[config.mk]
export PLATFORM = sky130hd
export DESIGN_NAME = spi_slave_rx_flat
export DESIGN_NICKNAME = d
export VERILOG_FILES = /design/src/rtl/spi_slave_rx_if.sv /design/src/rtl/spi_slave_rx.sv /design/src/flat_wrapper.sv
export SDC_FILE = /design/constraint.sdc
export NUM_CORES = 1
export LEC_CHECK = 0
export CELL_PAD_IN_SITES_DETAIL_PLACEMENT = 2
export CELL_PAD_IN_SITES_GLOBAL_PLACEMENT = 2
export CORE_UTILIZATION = 37
export CTS_CLUSTER_SIZE = 40
export DETAILED_ROUTE_END_ITERATION = 10
export PLACE_DENSITY_LB_ADDON = 0.1
export SYNTH_ARGS = -nofsm -noshare
export SYNTH_HDL_FRONTEND = slang
export SYNTH_SLANG_ARGS = --single-unit
[constraint.sdc]
create_clock -name clk -period 2.3 [get_ports clk]
set_input_delay 0.46 -clock clk [delete_from_list [all_inputs] [get_ports clk]]
set_output_delay 0.46 -clock clk [all_outputs]
set_load 0.03 [all_outputs]
[src/rtl/spi_slave_rx_if.sv]
// Pin-level and byte-level signals of the oversampled SPI slave receiver.
// spi_frame_err exists only when SPI_SLAVE_FRAME_ERR_EN is defined.
interface spi_slave_rx_if;
  logic       spi_sck;
  logic       spi_cs_n;
  logic       spi_mosi;
  logic       spi_miso;
  logic       spi_miso_oe;
  logic [7:0] tx_byte;
  logic       tx_load;
  logic [7:0] spi_slave_byte;
  logic       spi_slave_data_valid;
`ifdef SPI_SLAVE_FRAME_ERR_EN
  logic       spi_frame_err;
`endif

  modport slave (
    input  spi_sck, spi_cs_n, spi_mosi, tx_byte,
    output spi_miso, spi_miso_oe, tx_load, spi_slave_byte, spi_slave_data_valid
`ifdef SPI_SLAVE_FRAME_ERR_EN
    , output spi_frame_err
`endif
  );

  modport master (
    output spi_sck, spi_cs_n, spi_mosi, tx_byte,
    input  spi_miso, spi_miso_oe, tx_load, spi_slave_byte, spi_slave_data_valid
`ifdef SPI_SLAVE_FRAME_ERR_EN
    , input spi_frame_err
`endif
  );
endinterface

[src/rtl/spi_slave_rx.sv]
// Oversampled full-duplex SPI slave byte engine running in the clk domain.
// Optional SPI_SLAVE_FRAME_ERR_EN adds spi_frame_err (CS released mid-byte).
module spi_slave_rx #(
  parameter bit CPOL      = 1'b0,
  parameter bit CPHA      = 1'b0,
  parameter bit MSB_FIRST = 1'b1
) (
  input logic           clk,
  input logic           rst,
  spi_slave_rx_if.slave spi
);

  typedef enum logic [0:0] {
    ST_IDLE,
    ST_ACTIVE
  } state_e;

  state_e     state_q;

  logic       sck_s1_q, sck_s2_q, sck_s3_q;
  logic       cs_s1_q, cs_s2_q, cs_s3_q;
  logic       mosi_s1_q, mosi_s2_q;
  logic [1:0] settle_q;
  logic       armed_q;

  logic [2:0] bit_cnt_q;
  logic [7:0] rx_sr_q;
  logic [7:0] tx_sr_q;
  logic [7:0] byte_q;
  logic       valid_q;
  logic       tx_load_q;
  logic       miso_q;
  logic       oe_q;
  logic       fresh_q;
`ifdef SPI_SLAVE_FRAME_ERR_EN
  logic       ferr_q;
`endif

  logic       sck_rise, sck_fall, lead_edge, trail_edge;
  logic       sample_edge, shift_edge, cs_fall, byte_done;
  logic [7:0] rx_shift_d;
  logic [7:0] tx_shift_d;

  function automatic logic first_bit(input logic [7:0] v);
    return MSB_FIRST ? v[7] : v[0];
  endfunction

  function automatic logic second_bit(input logic [7:0] v);
    return MSB_FIRST ? v[6] : v[1];
  endfunction

  // Two-flop synchronisers; the third sck/cs flop only feeds edge detection,
  // so mosi_s2_q is already aligned with the detected sck edge.
  always_ff @(posedge clk or posedge rst) begin
    if (rst) begin
      sck_s1_q  <= CPOL;
      sck_s2_q  <= CPOL;
      sck_s3_q  <= CPOL;
      cs_s1_q   <= 1'b1;
      cs_s2_q   <= 1'b1;
      cs_s3_q   <= 1'b1;
      mosi_s1_q <= 1'b0;
      mosi_s2_q <= 1'b0;
      settle_q  <= '0;
      armed_q   <= 1'b0;
    end else begin
      sck_s1_q  <= spi.spi_sck;
      sck_s2_q  <= sck_s1_q;
      sck_s3_q  <= sck_s2_q;
      cs_s1_q   <= spi.spi_cs_n;
      cs_s2_q   <= cs_s1_q;
      cs_s3_q   <= cs_s2_q;
      mosi_s1_q <= spi.spi_mosi;
      mosi_s2_q <= mosi_s1_q;
      if (settle_q != 2'd3) begin
        settle_q <= settle_q + 2'd1;
      end
      // A frame already selected when reset releases is ignored: a real cs_n
      // high must be seen before a falling edge is accepted.
      if (settle_q == 2'd3 && cs_s2_q) begin
        armed_q <= 1'b1;
      end
    end
  end

  always_comb begin
    sck_rise    = sck_s2_q & ~sck_s3_q;
    sck_fall    = ~sck_s2_q & sck_s3_q;
    lead_edge   = CPOL ? sck_fall : sck_rise;
    trail_edge  = CPOL ? sck_rise : sck_fall;
    sample_edge = CPHA ? trail_edge : lead_edge;
    shift_edge  = CPHA ? lead_edge : trail_edge;
    cs_fall     = ~cs_s2_q & cs_s3_q;
    byte_done   = sample_edge && (bit_cnt_q == 3'd7);
    rx_shift_d  = MSB_FIRST ? {rx_sr_q[6:0], mosi_s2_q} : {mosi_s2_q, rx_sr_q[7:1]};
    tx_shift_d  = MSB_FIRST ? {tx_sr_q[6:0], 1'b0} : {1'b0, tx_sr_q[7:1]};
  end

  always_ff @(posedge clk or posedge rst) begin
    if (rst) begin
      state_q   <= ST_IDLE;
      bit_cnt_q <= '0;
      rx_sr_q   <= '0;
      tx_sr_q   <= '0;
      byte_q    <= '0;
      valid_q   <= 1'b0;
      tx_load_q <= 1'b0;
      miso_q    <= 1'b0;
      oe_q      <= 1'b0;
      fresh_q   <= 1'b0;
`ifdef SPI_SLAVE_FRAME_ERR_EN
      ferr_q    <= 1'b0;
`endif
    end else begin
      valid_q   <= 1'b0;
      tx_load_q <= 1'b0;
`ifdef SPI_SLAVE_FRAME_ERR_EN
      ferr_q    <= 1'b0;
`endif
      case (state_q)
        ST_IDLE: begin
          bit_cnt_q <= '0;
          oe_q      <= 1'b0;
          miso_q    <= 1'b0;
          if (cs_fall && armed_q) begin
            state_q   <= ST_ACTIVE;
            rx_sr_q   <= '0;
            tx_sr_q   <= spi.tx_byte;
            tx_load_q <= 1'b1;
            oe_q      <= 1'b1;
            if (!CPHA) begin
              miso_q  <= first_bit(spi.tx_byte);
              fresh_q <= 1'b0;
            end else begin
              fresh_q <= 1'b1;
            end
          end
        end

        ST_ACTIVE: begin
          if (sample_edge) begin
            rx_sr_q   <= rx_shift_d;
            bit_cnt_q <= bit_cnt_q + 3'd1;
          end
          // A freshly loaded byte has its first bit put on the wire by the
          // next shift edge without shifting; later shift edges advance.
          if (byte_done) begin
            byte_q    <= rx_shift_d;
            valid_q   <= 1'b1;
            tx_sr_q   <= spi.tx_byte;
            tx_load_q <= 1'b1;
            fresh_q   <= 1'b1;
          end
          if (shift_edge) begin
            if (fresh_q) begin
              miso_q  <= first_bit(tx_sr_q);
              fresh_q <= 1'b0;
            end else begin
              tx_sr_q <= tx_shift_d;
              miso_q  <= second_bit(tx_sr_q);
            end
          end
          // Deselect wins over the bit logic, but a byte completing in the
          // same cycle still produces its valid pulse above.
          if (cs_s2_q) begin
            state_q   <= ST_IDLE;
            bit_cnt_q <= '0;
            oe_q      <= 1'b0;
            miso_q    <= 1'b0;
`ifdef SPI_SLAVE_FRAME_ERR_EN
            ferr_q    <= (bit_cnt_q != 3'd0) && !byte_done;
`endif
          end
        end

        default: state_q <= ST_IDLE;
      endcase
    end
  end

  assign spi.spi_miso             = miso_q;
  assign spi.spi_miso_oe          = oe_q;
  assign spi.tx_load              = tx_load_q;
  assign spi.spi_slave_byte       = byte_q;
  assign spi.spi_slave_data_valid = valid_q;
`ifdef SPI_SLAVE_FRAME_ERR_EN
  assign spi.spi_frame_err        = ferr_q;
`endif

endmodule
[src/flat_wrapper.sv]
// flat-port wrapper written by rule: the top's interface ports become plain ports
module spi_slave_rx_flat 
#(
  parameter bit CPOL      = 1'b0,
  parameter bit CPHA      = 1'b0,
  parameter bit MSB_FIRST = 1'b1
)
  (clk, rst, spi_spi_sck, spi_spi_cs_n, spi_spi_mosi, spi_tx_byte, spi_spi_miso, spi_spi_miso_oe, spi_tx_load, spi_spi_slave_byte, spi_spi_slave_data_valid);
  spi_slave_rx_if spi_i ();
  input logic clk;
  input logic rst;
  input wire logic [$bits(spi_i.spi_sck)-1:0] spi_spi_sck;
  input wire logic [$bits(spi_i.spi_cs_n)-1:0] spi_spi_cs_n;
  input wire logic [$bits(spi_i.spi_mosi)-1:0] spi_spi_mosi;
  input wire logic [$bits(spi_i.tx_byte)-1:0] spi_tx_byte;
  output wire logic [$bits(spi_i.spi_miso)-1:0] spi_spi_miso;
  output wire logic [$bits(spi_i.spi_miso_oe)-1:0] spi_spi_miso_oe;
  output wire logic [$bits(spi_i.tx_load)-1:0] spi_tx_load;
  output wire logic [$bits(spi_i.spi_slave_byte)-1:0] spi_spi_slave_byte;
  output wire logic [$bits(spi_i.spi_slave_data_valid)-1:0] spi_spi_slave_data_valid;
  assign spi_i.spi_sck = spi_spi_sck;
  assign spi_i.spi_cs_n = spi_spi_cs_n;
  assign spi_i.spi_mosi = spi_spi_mosi;
  assign spi_i.tx_byte = spi_tx_byte;
  assign spi_spi_miso = spi_i.spi_miso;
  assign spi_spi_miso_oe = spi_i.spi_miso_oe;
  assign spi_tx_load = spi_i.tx_load;
  assign spi_spi_slave_byte = spi_i.spi_slave_byte;
  assign spi_spi_slave_data_valid = spi_i.spi_slave_data_valid;
  spi_slave_rx #(.CPOL(CPOL), .CPHA(CPHA), .MSB_FIRST(MSB_FIRST)) u_core (.clk(clk), .rst(rst), .spi(spi_i));
endmodule
Run 1, pin placement:
(6 px per um) Pins as bars across the die edge, other pins in gray.
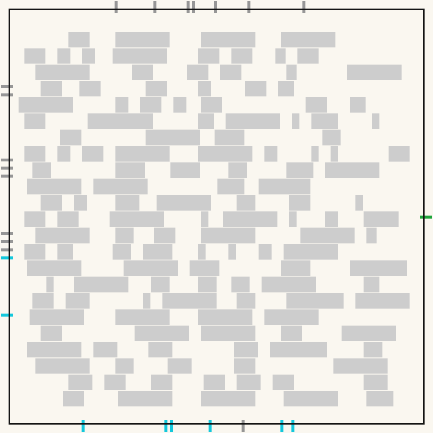
port	color	pins	direction	edge
spi_spi_slave_byte	cyan	8	output	6 bottom, 2 left
spi_spi_miso_oe	green	1	output	right
all pins by edge	10 left, 7 bottom, 7 top, 1 right
Die H: 68.9 um
Die Wd: 68.9 um
IO buf count: 24

Run 1, signal wires by layer:
(4 px per um)
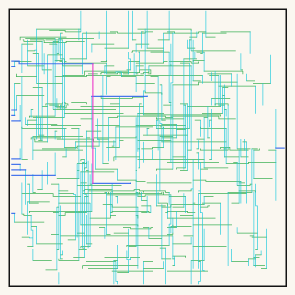
layer	color	wire length
M1	green	1590 um
M2	cyan	1750 um
M3	blue	69.9 um
M4	magenta	29.9 um
via count: 992
total global-route track usage: 17.1%

==> flow_metrics.env, run 1 <==
# source this file to load flow results
export IMPL_critical_path_buf_inv_count=1
export IMPL_cap_violations=0
export IMPL_cts_sinks=43
export IMPL_placed_area_sq_um=1950
export IMPL_finalSetupTns_ns=0
export IMPL_clock_power_w=0.000577
export IMPL_comb_power_w=0.000124
export IMPL_cts_hold_buffers=0
export IMPL_die_area_sq_um=4740
export IMPL_tightest_slew_ns=0.604
export IMPL_setup_slack_ns=0.309
export IMPL_fmax_mhz=502
export IMPL_status="finished, final reports clean"
export IMPL_synth_cell_types=27
export IMPL_grt_pass1_wl_um=5640
export IMPL_power_switching_w=0.000344
export IMPL_crit_chain="ha_1 > ha_1 > nand4b_4 > inv_1 > nor3_2 > a221o_1"
export IMPL_drt_pass1_iterations=3
export IMPL_sw_frac_of_total_pct=22.4
export IMPL_critPathMostFrequentCell="ha_1"
export IMPL_drc=0
export IMPL_numSynthFlops=43
export IMPL_logic_gates=62
export IMPL_utilization_pct=49.7
export IMPL_cp_startpoint="u_core.bit_cnt_q[0]"
export IMPL_clock_area_share_pct=5.35
export IMPL_synth_top_flop_cell="dfrtp_1"
export IMPL_drt_initial_drc_count=26
export IMPL_clk_path_buf_depth=2
export IMPL_n_tap_cell=50
export IMPL_setup_viol_count_final=0
export IMPL_grt_pass1_vias=1130
export IMPL_ys_cells=110
export IMPL_period_used_pct=86.5
export IMPL_holdWs_ns=0.353
export IMPL_ys_top_cells_by_count="40 x dfrtp_1, 9 x mux2_2, 8 x a22o_1, 7 x a221o_1, 7 x and2_1"
export IMPL_cp_end_kind="flip-flop"
export IMPL_cts_tree="done"
export IMPL_clock_root_buffer="clkbuf_8"
export IMPL_gr_total_overflow=0
export IMPL_synth_async_reset_ratio_pct=100
export IMPL_path_depth=6
export IMPL_gp_congestion=0.704
export IMPL_critical_path_top_delay_family="simple AND/OR/NAND/NOR gates"
export IMPL_yosys_area_sq_um=1650
export IMPL_rr_worst_depth=6
Run 1, cell classes on the final placement:
(4 px per um)
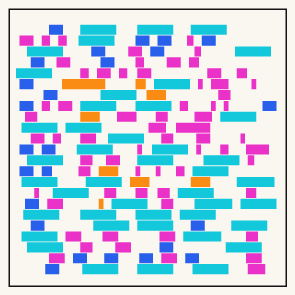
class	color	cells
remaining buffers and delay cells	blue	25
clock drivers and dummy loads	orange	8
registers	cyan	43
remaining logic cells	magenta	65
Seq/total area: 52.5%
Rows: 23
design area: 2060 sq um

Run 1, clock routing:
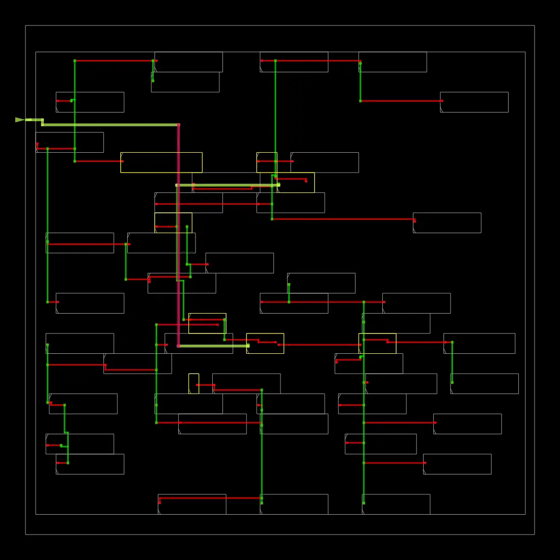
Flops: 43
Clock Skew: 0.0108 ns
CTS buffer count: 5
worst skew pair latency: 0.29 ns

-- run 1: metal layers --
metal  global-route usage [%]  vias to the layer above  part of all wire [%]
li1                         -                      457                     -
met2                     28.5                       13                    51
met1                     21.0                      520                    46
met4                     6.63                        0                  0.84
met3                     4.61                        2                   2.0
met5                        0                        -                     0
-- run 1: cells by family after synthesis --
group,count (synthesis),share of synthesized area (%)
AOI/OAI and AO/OA,21,11.0
muxes,12,7.94
xor gates and xnor gates,2,1.06
and+or+nand+nor,24,10.8
DFF,43,65.3
adders and majority gates,3,2.27
buffers and inverters,5,1.66
-- run 1: sequential cells by signal, summed over array words and instances (netlist names) --
| name | flops |
|---|---|
| u_core.armed_q | 1 |
| u_core.bit_cnt_q | 3 |
| u_core.cs_s1_q | 1 |
| u_core.cs_s2_q | 1 |
| u_core.cs_s3_q | 1 |
| u_core.fresh_q | 1 |
| u_core.mosi_s1_q | 1 |
| u_core.mosi_s2_q | 1 |
| u_core.rx_sr_q | 7 |
| u_core.sck_s1_q | 1 |
| u_core.sck_s2_q | 1 |
| u_core.sck_s3_q | 1 |
| u_core.settle_q | 2 |
| u_core.spi.spi_miso | 1 |
| u_core.spi.spi_miso_oe | 1 |
| u_core.spi.spi_slave_byte | 8 |
| u_core.spi.spi_slave_data_valid | 1 |
| u_core.spi.tx_load | 1 |
| u_core.state_q | 1 |
| u_core.tx_sr_q | 8 |
-- run 1: placed cells by master (no fill, tap or decap), types with 2 or more instances in the layout --
master / count
and2_1: 7
dfstp_2: 3
inv_1: 3
mux2_2: 9
clkdlybuf4s50_1: 24
mux2i_1: 3
dfrtp_1: 40
a221o_1: 7
nor2b_1: 2
xnor2_1: 2
a21oi_1: 2
a22o_1: 8
nor2_1: 6
a21o_1: 2
clkbuf_8: 5
ha_1: 3
==> run 2, diff against run 1 <==
- CORE_UTILIZATION: 37 -> 43
- DONT_BUFFER_PORTS: unset -> 1
==> run 2 against run 1 <==
  * Critical path depth is the same
  * Critical endpoint unchanged
  * Largest cell class unchanged
  * Count of clock-buffer cells in the layout shrank 1
  * Fmax grew 2.9%
  * Area after synthesis is the same
==> flow_metrics.env, run 2 <==
# source this file to load flow results
export IMPL_ys_sh_mux_pct=7.94
export IMPL_stdcell_area_sq_um=1820
export IMPL_gp_congestion=0.680
export IMPL_clock_root_buffer="clkbuf_8"
export IMPL_ys_cells=110
export IMPL_ys_sh_xor_pct=1.06
export IMPL_status="finished, final reports clean"
export IMPL_cts_made_buffers=5
export IMPL_tightest_slew_ns=0.538
export IMPL_use_met2_pct=28.7
export IMPL_drc=0
export IMPL_clk_path_buf_depth=2
export IMPL_synth_cell_types=27
export IMPL_yosys_area_sq_um=1650
export IMPL_grt_pass1_wl_um=5110
export IMPL_wl_met2_um=1540
export IMPL_sw_frac_of_total_pct=22.3
export IMPL_die_area_sq_um=4100
export IMPL_fin_worst_skew_ns=0.00878
export IMPL_fmax_mhz=517
export IMPL_cts_hold_buffers=0
export IMPL_numSynthFlops=43
export IMPL_wl_met3_um=99
export IMPL_placed_area_sq_um=1710
export IMPL_top_usage_layer="met2"
export IMPL_setup_viol_count_final=0
export IMPL_netlist_logic_family_top="AND-OR/OR-AND gates"
export IMPL_cts_tree="done"
export IMPL_track_usage_pct=17.1
export IMPL_clock_latency_ns=0.29
==> run 2: cell counts after synthesis <==
No cell type changed its count.
==> run 2: cell type report <==
cell class	count	share of cell area, %
Clock inverter	3	2.41
Tap cell	48	3.30
Timing Repair Buffer	1	0.413
Sequential cell	43	59.4
Multi-Input combinational cell	62	30.1
Clock buffer	5	3.79
Inverter	3	0.619
==> run 2: through the flow <==
stage	utilization (%)	hold WS (ns)	cells	worst slack (ns)
2_1_floorplan	-	0.331	110	0.676
3_3_place_gp	46.2	0.333	157	0.481
3_5_place_dp	46.2	0.337	157	0.377
4_1_cts	49.3	0.147	165	0.329
5_1_grt	49.3	0.147	165	0.251
6_report	49.3	0.161	165	0.366
==> run 2: critical path, delay by kind of cell, from the launching register on <==
family / cells / cell delay, ns
simple gates: 2 / 0.67
fa+ha+maj: 2 / 0.42
flops: 1 / 0.40
compound gates: 1 / 0.26
buf+inv: 1 / 0.12
==> run 2: worst paths after layout <==
kind	from	to	slack, ns	depth (start not counted)
worst max register to register	u_core.bit_cnt_q[0]	u_core.tx_sr_q[1]	0.37	6
worst max-delay path	u_core.bit_cnt_q[0]	u_core.tx_sr_q[1]	0.37	6
worst min register to register	u_core.mosi_s1_q	u_core.mosi_s2_q	0.35	0
worst min-delay path	spi_spi_cs_n	u_core.cs_s1_q	0.16	0
max in group asynchronous	rst	u_core.cs_s3_q	1.74	2
min in group asynchronous	rst	u_core.spi.spi_slave_byte[1]	0.19	2
==> run 2: power groups by stage <==
stage,Clock [W],Combinational (W),Sequential (W)
finish,0.000575,0.0000869,0.000840
detailed placement,0,0.0000878,0.000852
CTS,0.000600,0.0000897,0.000841
global placement,0,0.0000831,0.000851
floorplan,0,0.0000729,0.000843
global route,0.000618,0.0000965,0.000846
Run 2, pin placement:
(6 px per um) Pins as bars across the die edge, other pins in gray.
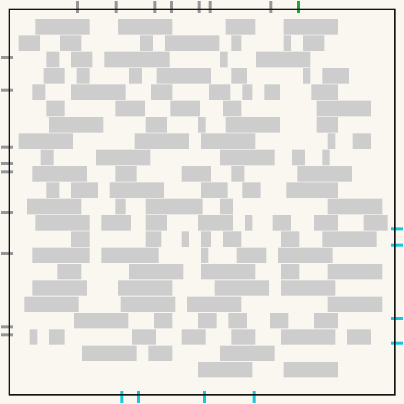
port	color	pins	direction	edge
spi_spi_miso_oe	green	1	output	top
spi_spi_slave_byte	cyan	8	output	4 bottom, 4 right
all pins by edge	9 left, 8 top, 4 bottom, 4 right
Die Wd: 64.0 um
Die H: 64.0 um
IO buf count: 0

Run 2, cell density map:
(6 px per um) The die is cut into 6 by 6 equal tiles; black is low, pale yellow is high, 0 to 100% covered.
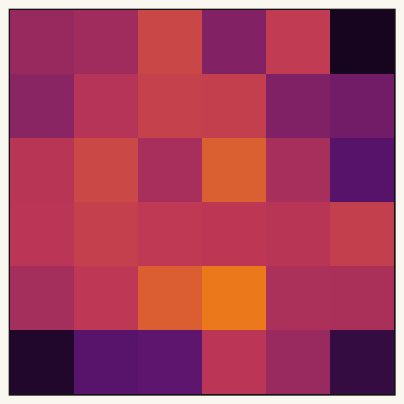
mean over tiles	43%
fullest tile	69%

==> run 3, diff against run 2 <==
- clock period: 2.3 -> 2 ns (I/O delays scaled with it)
==> run 3 against run 2 <==
  * Area after synthesis stayed put
  * Register-to-register slack worse by 0.15 ns
  * Critical path type unchanged
  * Clock skew hardly changed
  * Combinational power grew about 20%
  * Design area grew 0.69%
  * Sequential share of layout area decreased by 0.41 points
  * Clock power increased by 23%
==> flow_metrics.env, run 3 <==
# source this file to load flow results
export IMPL_ctsResizeCount=0
export IMPL_power_group_top="registers"
export IMPL_track_usage_pct=17.6
export IMPL_comb_power_w=0.000103
export IMPL_stdcell_area_sq_um=1830
export IMPL_io_buffer_count=0
export IMPL_synth_cell_types=27
export IMPL_areaGrowthSynthToFinish_pct=10.7
export IMPL_fillers=379
export IMPL_sw_frac_of_total_pct=22.5
export IMPL_setup_slack_ns=0.215
export IMPL_grt_pass1_wl_um=5290
export IMPL_yosys_area_sq_um=1650
export IMPL_cts_made_buffers=5
export IMPL_drc=0
export IMPL_gp_congestion=0.682
export IMPL_status="finished, final reports clean"
export IMPL_cts_tree="done"
export IMPL_gr_total_overflow=0
export IMPL_met3_usage_pct=5.54
export IMPL_top_usage_layer="met2"
export IMPL_use_met2_pct=29.4
export IMPL_clock_power_w=0.000705
export IMPL_clk_path_buf_depth=2
export IMPL_die_w_um=64.0
export IMPL_cts_hold_buffers=0
export IMPL_fmax_mhz=560
export IMPL_wirelength_um=3130
export IMPL_gr_usage_met1_pct=21.3
export IMPL_hold_depth=0
export IMPL_holdWs_ns=0.0943
export IMPL_sequentialPower_w=0.000966
export IMPL_rr_worst_depth=7
export IMPL_fin_worst_skew_ns=0.00874
export IMPL_final_cells=166
export IMPL_setup_viol_count_final=0
export IMPL_place_inst=158
export IMPL_cts_sinks=43
export IMPL_numSynthFlops=43
export IMPL_ys_cells=110
export IMPL_power_total_w=0.00177
export IMPL_placed_area_sq_um=1710
export IMPL_drive_gt1_share_pct=22.9
export IMPL_place_ws_ns=0.183
export IMPL_die_area_sq_um=4100
export IMPL_tightest_slew_ns=0.541
-- run 3: netlist changes by cell type in the layout (fill, tap and decap cells not counted), sizes merged --
| cell | previous run | this run |
|---|---|---|
| clkbuf | 5 | 6 |
| clkinv | 2 | 1 |
| buf | 1 | 2 |
-- run 3: cell type report --
cell class	count	area share, %
clock inverters	2	1.91
clock buffers	6	4.51
multi-input cells	62	29.9
flip-flops and latches	43	59.0
inverters	3	0.615
repair buffers	2	0.820
well taps	48	3.28
-- run 3: metal layers --
layer	wire, um	vias up
met5	0	-
met4	44	0
met3	114	5
met2	1580	18
met1	1390	482
li1	-	417
-- run 3: final timing paths --
| kind | startpoint | to | slack (ns) |
|---|---|---|---|
| worst max-delay path | u_core.bit_cnt_q[0] | u_core.tx_sr_q[6] | 0.21 |
| worst min-delay path | spi_spi_cs_n | u_core.cs_s1_q | 0.09 |
| worst max register to register | u_core.bit_cnt_q[0] | u_core.tx_sr_q[6] | 0.21 |
| worst min register to register | u_core.mosi_s1_q | u_core.mosi_s2_q | 0.35 |
| max in group asynchronous | rst | u_core.cs_s3_q | 1.51 |
| min in group asynchronous | rst | u_core.spi.spi_slave_byte[1] | 0.12 |
-- run 3: worst max-delay path: stages (launching register included) --
cell and delay [ns]:
dfrtp_1 0.38, ha_1 0.16, ha_1 0.19, nand4b_4 0.24, inv_1 0.18, nor3_2 0.06, buf_4 0.16, a221o_1 0.30
-- run 3: logic make-up (layout without fill, tap and decap cells) --
family / after synthesis / count (layout) / synth area share (%)
xor+xnor: 2 / 2 / 1.06
simple gates: 24 / 24 / 10.8
flops: 43 / 43 / 65.3
compound gates: 21 / 21 / 11.0
buf+inv: 5 / 13 / 1.66
fa+ha+maj: 3 / 3 / 2.27
mux: 12 / 12 / 7.94
Run 3, pin placement:
(6 px per um) Pins as bars across the die edge, other pins in gray.
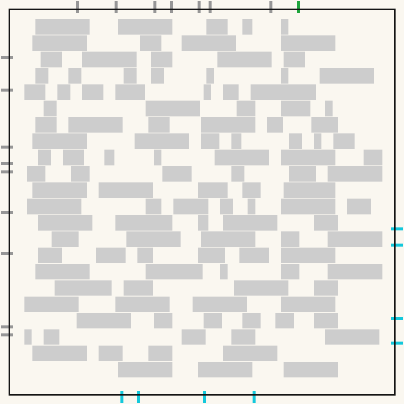
port	color	pins	direction	edge
spi_spi_miso_oe	green	1	output	top
spi_spi_slave_byte	cyan	8	output	4 bottom, 4 right
all pins by edge	9 left, 8 top, 4 bottom, 4 right

Run 3, cell density map:
(6 px per um) The die is cut into 6 by 6 equal tiles; black is low, pale yellow is high, 0 to 100% covered.
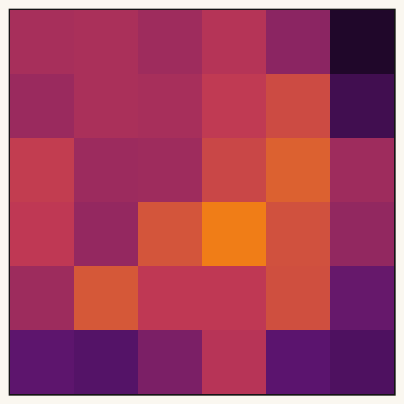
densest ninth of the die	center
mean over tiles	43%
fullest tile	71%
Core Region: 3690 sq um
Core Util, Final: 49.6%

Power and IR drop assume default switching activity.
